==> images/met1.png <==
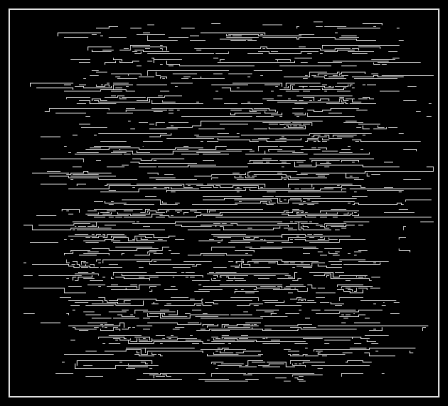
==> images/met2.png <==
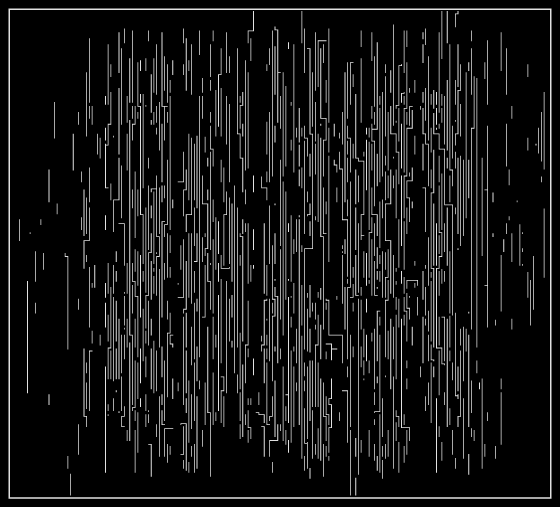
## src/rtl/rgb_pwm_pkg.sv

```systemverilog
// rgb_pwm_pkg: register offsets and widths shared by the rgb_pwm block.
package rgb_pwm_pkg;
  localparam int NUM_CH = 3;
  localparam int DUTY_W = 8;
  localparam logic [7:0] CTRL_OFS     = 8'd0;
  localparam logic [7:0] DUTY_R_OFS   = 8'd1;
  localparam logic [7:0] DUTY_G_OFS   = 8'd2;
  localparam logic [7:0] DUTY_B_OFS   = 8'd3;
  localparam logic [7:0] PRESCALE_OFS = 8'd4;
  localparam logic [7:0] STATUS_OFS   = 8'd5;
endpackage

```

## src/rtl/rgb_pwm_if.sv

```systemverilog
// rgb_pwm_if: 8-bit IO bus (core is master, rgb_pwm is slave).
// io_addr/io_out/io_write/io_read from the core, io_in registered read data back.
interface rgb_pwm_if;
  logic [7:0] io_addr;
  logic [7:0] io_out;
  logic       io_write;
  logic       io_read;
  logic [7:0] io_in;
  modport master (output io_addr, io_out, io_write, io_read, input io_in);
  modport slave  (input io_addr, io_out, io_write, io_read, output io_in);
endinterface

```

## src/rtl/rgb_pwm_channel.sv

```systemverilog
// rgb_pwm_channel: one PWM channel; shadow/active duty, compare, registered led.
// Ports: phase/wrap from the shared counter, en, we/wdata duty write, shadow readback, led.
// With RGB_PWM_BREATHE_EN the compared duty is scaled by the envelope (env, breathe).
module rgb_pwm_channel
  import rgb_pwm_pkg::*;
(
  input  logic              clk_i,
  input  logic              rst_ni,
  input  logic [7:0]        phase,
  input  logic              wrap,
  input  logic              en,
  input  logic              we,
  input  logic [DUTY_W-1:0] wdata,
`ifdef RGB_PWM_BREATHE_EN
  input  logic [7:0]        env,
  input  logic              breathe,
`endif
  output logic [DUTY_W-1:0] shadow,
  output logic              led
);
  logic [DUTY_W-1:0] shadow_q, shadow_d, active_q, active_d, duty;
  logic              led_q, led_d;
  always_comb begin
    shadow_d = we ? wdata : shadow_q;
    active_d = wrap ? shadow_q : active_q;
`ifdef RGB_PWM_BREATHE_EN
    duty     = breathe ? DUTY_W'((16'(active_q) * (16'(env) + 16'd1)) >> 8) : active_q;
`else
    duty     = active_q;
`endif
    led_d    = en & (phase < duty);
  end
  always_ff @(posedge clk_i or negedge rst_ni)
    if (!rst_ni) begin
      shadow_q <= '0;
      active_q <= '0;
      led_q    <= 1'b0;
    end else begin
      shadow_q <= shadow_d;
      active_q <= active_d;
      led_q    <= led_d;
    end
  assign shadow = shadow_q;
  assign led    = led_q;
endmodule

```

## src/rtl/rgb_pwm.sv

```systemverilog
// rgb_pwm: three-channel RGB LED PWM with double-buffered duty registers.
// Ports: clk_i, rst_ni (async active-low), bus (rgb_pwm_if.slave), led[2:0] (1 = lit).
// Optional feature macro: RGB_PWM_BREATHE_EN (triangle envelope scaling via CTRL[3]).
module rgb_pwm
  import rgb_pwm_pkg::*;
#(
  parameter logic [7:0] BASE_ADDR    = 8'h40,
  parameter logic [7:0] PRESCALE_RST = 8'd0
) (
  input  logic              clk_i,
  input  logic              rst_ni,
  rgb_pwm_if.slave          bus,
  output logic [NUM_CH-1:0] led
);
  logic [7:0]        ofs, rdata, ctrl_rd;
  logic              hit, wr, rd, tick, wrap;
  logic [NUM_CH-1:0] en_q, en_d;
  logic [7:0]        prescale_q, prescale_d, pcnt_q, pcnt_d, phase_q, phase_d, io_in_q, io_in_d;
  logic              flag_q, flag_d;
  logic [DUTY_W-1:0] shadow [NUM_CH];
`ifdef RGB_PWM_BREATHE_EN
  logic              breathe_q, breathe_d, up_q, up_d;
  logic [7:0]        env_q, env_d;
  always_comb begin
    breathe_d = (wr && ofs == CTRL_OFS) ? bus.io_out[3] : breathe_q;
    env_d     = !breathe_q ? 8'd0 : !wrap ? env_q :
                up_q ? (env_q == 8'hff ? 8'hfe : env_q + 8'd1) :
                (env_q == 8'h00 ? 8'h01 : env_q - 8'd1);
    up_d      = !breathe_q ? 1'b1 : !wrap ? up_q : up_q ? (env_q != 8'hff) : (env_q == 8'h00);
    ctrl_rd   = {4'b0, breathe_q, en_q};
  end
  always_ff @(posedge clk_i or negedge rst_ni)
    if (!rst_ni) begin
      breathe_q <= 1'b0;
      up_q      <= 1'b1;
      env_q     <= '0;
    end else begin
      breathe_q <= breathe_d;
      up_q      <= up_d;
      env_q     <= env_d;
    end
`else
  assign ctrl_rd = {5'b0, en_q};
`endif
  always_comb begin
    // Offset arithmetic wraps mod 256, so a single compare decodes the 6-register window.
    ofs        = bus.io_addr - BASE_ADDR;
    hit        = ofs < 8'd6;
    wr         = bus.io_write & hit;
    rd         = bus.io_read & hit;
    // Equality (not >=) lets a counter above a newly written limit run on to 255 and wrap.
    tick       = pcnt_q == prescale_q;
    wrap       = tick & (phase_q == 8'hff);
    en_d       = (wr && ofs == CTRL_OFS) ? bus.io_out[NUM_CH-1:0] : en_q;
    prescale_d = (wr && ofs == PRESCALE_OFS) ? bus.io_out : prescale_q;
    pcnt_d     = tick ? 8'd0 : pcnt_q + 8'd1;
    phase_d    = phase_q + {7'd0, tick};
    flag_d     = wrap | (flag_q & ~(rd && ofs == STATUS_OFS));
    rdata      = ofs == CTRL_OFS     ? ctrl_rd :
                 ofs == DUTY_R_OFS   ? shadow[0] :
                 ofs == DUTY_G_OFS   ? shadow[1] :
                 ofs == DUTY_B_OFS   ? shadow[2] :
                 ofs == PRESCALE_OFS ? prescale_q : {4'b0, led, flag_q};
    io_in_d    = rd ? rdata : 8'd0;
  end
  always_ff @(posedge clk_i or negedge rst_ni)
    if (!rst_ni) begin
      en_q       <= '0;
      prescale_q <= PRESCALE_RST;
      pcnt_q     <= '0;
      phase_q    <= '0;
      flag_q     <= 1'b0;
      io_in_q    <= '0;
    end else begin
      en_q       <= en_d;
      prescale_q <= prescale_d;
      pcnt_q     <= pcnt_d;
      phase_q    <= phase_d;
      flag_q     <= flag_d;
      io_in_q    <= io_in_d;
    end
  assign bus.io_in = io_in_q;
  for (genvar i = 0; i < NUM_CH; i++) begin : g_ch
    rgb_pwm_channel u_ch (
      .clk_i   (clk_i),
      .rst_ni  (rst_ni),
      .phase   (phase_q),
      .wrap    (wrap),
      .en      (en_q[i]),
      .we      (wr && ofs == DUTY_R_OFS + 8'(i)),
      .wdata   (bus.io_out),
`ifdef RGB_PWM_BREATHE_EN
      .env     (env_q),
      .breathe (breathe_q),
`endif
      .shadow  (shadow[i]),
      .led     (led[i])
    );
  end
endmodule

```

## src/flat_wrapper.sv

```systemverilog
// flat-port wrapper written by rule: the top's interface ports become plain ports
module rgb_pwm_flat import rgb_pwm_pkg::*;
#(
  parameter logic [7:0] BASE_ADDR    = 8'h40,
  parameter logic [7:0] PRESCALE_RST = 8'd0
)
  (clk_i, rst_ni, led, bus_io_addr, bus_io_out, bus_io_write, bus_io_read, bus_io_in);
  rgb_pwm_if bus_i ();
  input  logic clk_i;
  input  logic rst_ni;
  output logic [NUM_CH-1:0] led;
  input wire logic [$bits(bus_i.io_addr)-1:0] bus_io_addr;
  input wire logic [$bits(bus_i.io_out)-1:0] bus_io_out;
  input wire logic [$bits(bus_i.io_write)-1:0] bus_io_write;
  input wire logic [$bits(bus_i.io_read)-1:0] bus_io_read;
  output wire logic [$bits(bus_i.io_in)-1:0] bus_io_in;
  assign bus_i.io_addr = bus_io_addr;
  assign bus_i.io_out = bus_io_out;
  assign bus_i.io_write = bus_io_write;
  assign bus_i.io_read = bus_io_read;
  assign bus_io_in = bus_i.io_in;
  rgb_pwm #(.BASE_ADDR(BASE_ADDR), .PRESCALE_RST(PRESCALE_RST)) u_core (.clk_i(clk_i), .rst_ni(rst_ni), .bus(bus_i), .led(led));
endmodule
```

## config.mk

```make
export PLATFORM = sky130hd
export DESIGN_NAME = rgb_pwm_flat
export DESIGN_NICKNAME = d
export VERILOG_FILES = /design/src/rtl/rgb_pwm_pkg.sv /design/src/rtl/rgb_pwm_if.sv /design/src/rtl/rgb_pwm_channel.sv /design/src/rtl/rgb_pwm.sv /design/src/flat_wrapper.sv
export SDC_FILE = /design/constraint.sdc
export NUM_CORES = 1
export LEC_CHECK = 0
export CAP_MARGIN = 15
export CORE_ASPECT_RATIO = 0.9
export CORE_UTILIZATION = 59
export DETAILED_ROUTE_END_ITERATION = 10
export MAX_ROUTING_LAYER = met4
export PLACE_DENSITY = 0.89
export SLEW_MARGIN = 20
export SYNTH_ARGS = -nofsm -noshare
export SYNTH_HDL_FRONTEND = slang
export SYNTH_SLANG_ARGS = --single-unit
export TNS_END_PERCENT = 50
```

## constraint.sdc

```tcl
create_clock -name clk_i -period 2.25 [get_ports clk_i]
set_clock_uncertainty 0.15 [all_clocks]
set_input_delay 0.45 -clock clk_i [delete_from_list [all_inputs] [get_ports clk_i]]
set_output_delay 0.45 -clock clk_i [all_outputs]
set_load 0.05 [all_outputs]
```

==> job_summary.md <==
## Synthesis and layout report

| Metric | Value |
|---|---|
| Worst endpoint data arrival time | `1580 ps` |
| PD cells | `776.5 mW/mm^2` |
| Comb power frac | `0.242` |
| Max FO, Critical Path | `3` |
| Start point of the worst hold path | `u_core.flag_q` |
| Aoi/oai-family share of the synthesized area | `0.1115` |
| End-of-flow core utilization | `0.7243` |
| Headroom to the max-slew limit | `0.6659` |
| Setup repair after global routing missed its margin | `false` |
| Clk sink count | `87` |
| Growth of design area from synthesis to finish | `18.31%` |
| Hold-fix buffers, CTS | `1` |
| Net count of the finished layout | `499` |
| Sw frac | `0.3064` |
| Average cell area after synthesis | `10.80 sq um` |
| P_sw | `0.001219 W` |
| Worst setup path endpoint | `led[0]` |
| Share of synthesized area occupied by flip-flops and latches | `0.5026` |
| Combinational gate power | `0.000961 W` |
| Max frequency | `457.8 MHz` |
| Number of unique standard cell types used by synthesis | `47` |
| RePlAce Congestion | `0.9698` |
| Result of the run | `completed` |
| Global-route track usage on met2 | `0.4721` |
| First-iteration detailed-routing DRC count | `313` |
| Cell with the most instances after synthesis | `dfrtp_1` |
| Count of cells along the worst hold path | `1` |
| # IOs | `31` |
| Total leakage power | `2.329 nW` |
-- met1.png (at the start) --
share of all routed wire	44%
wire length on this layer	4610 um
routing usage on met1: 0.4195
total via count in the routed design: 3307
total wire length after detailed routing: 10440 um

-- met2.png (at the start) --
longest straight run	45.9 um
nets with wire on the layer	437

-- worst register-to-register path: stages (launching register included) --
cell	delay (ps)
dfrtp_1	440
xnor2_1	210
nand4_1	270
nor2_2	220
ha_1	220
ha_1	240
nand3_1	110
xnor2_1	130
-- final cells by class --
| cell class | instances | area (sq um) | share of cell area |
|---|---|---|---|
| multi-input cells | 269 | 1961 | 0.3826 |
| well taps | 93 | 116.4 | 0.02271 |
| inverters | 27 | 101.3 | 0.01978 |
| flip-flops and latches | 87 | 2177 | 0.4248 |
| clock buffers | 11 | 141.4 | 0.02759 |
| clock inverters | 4 | 70.07 | 0.01367 |
| repair buffers | 61 | 558.0 | 0.1089 |
Power is estimated from default activity; no workload was simulated.
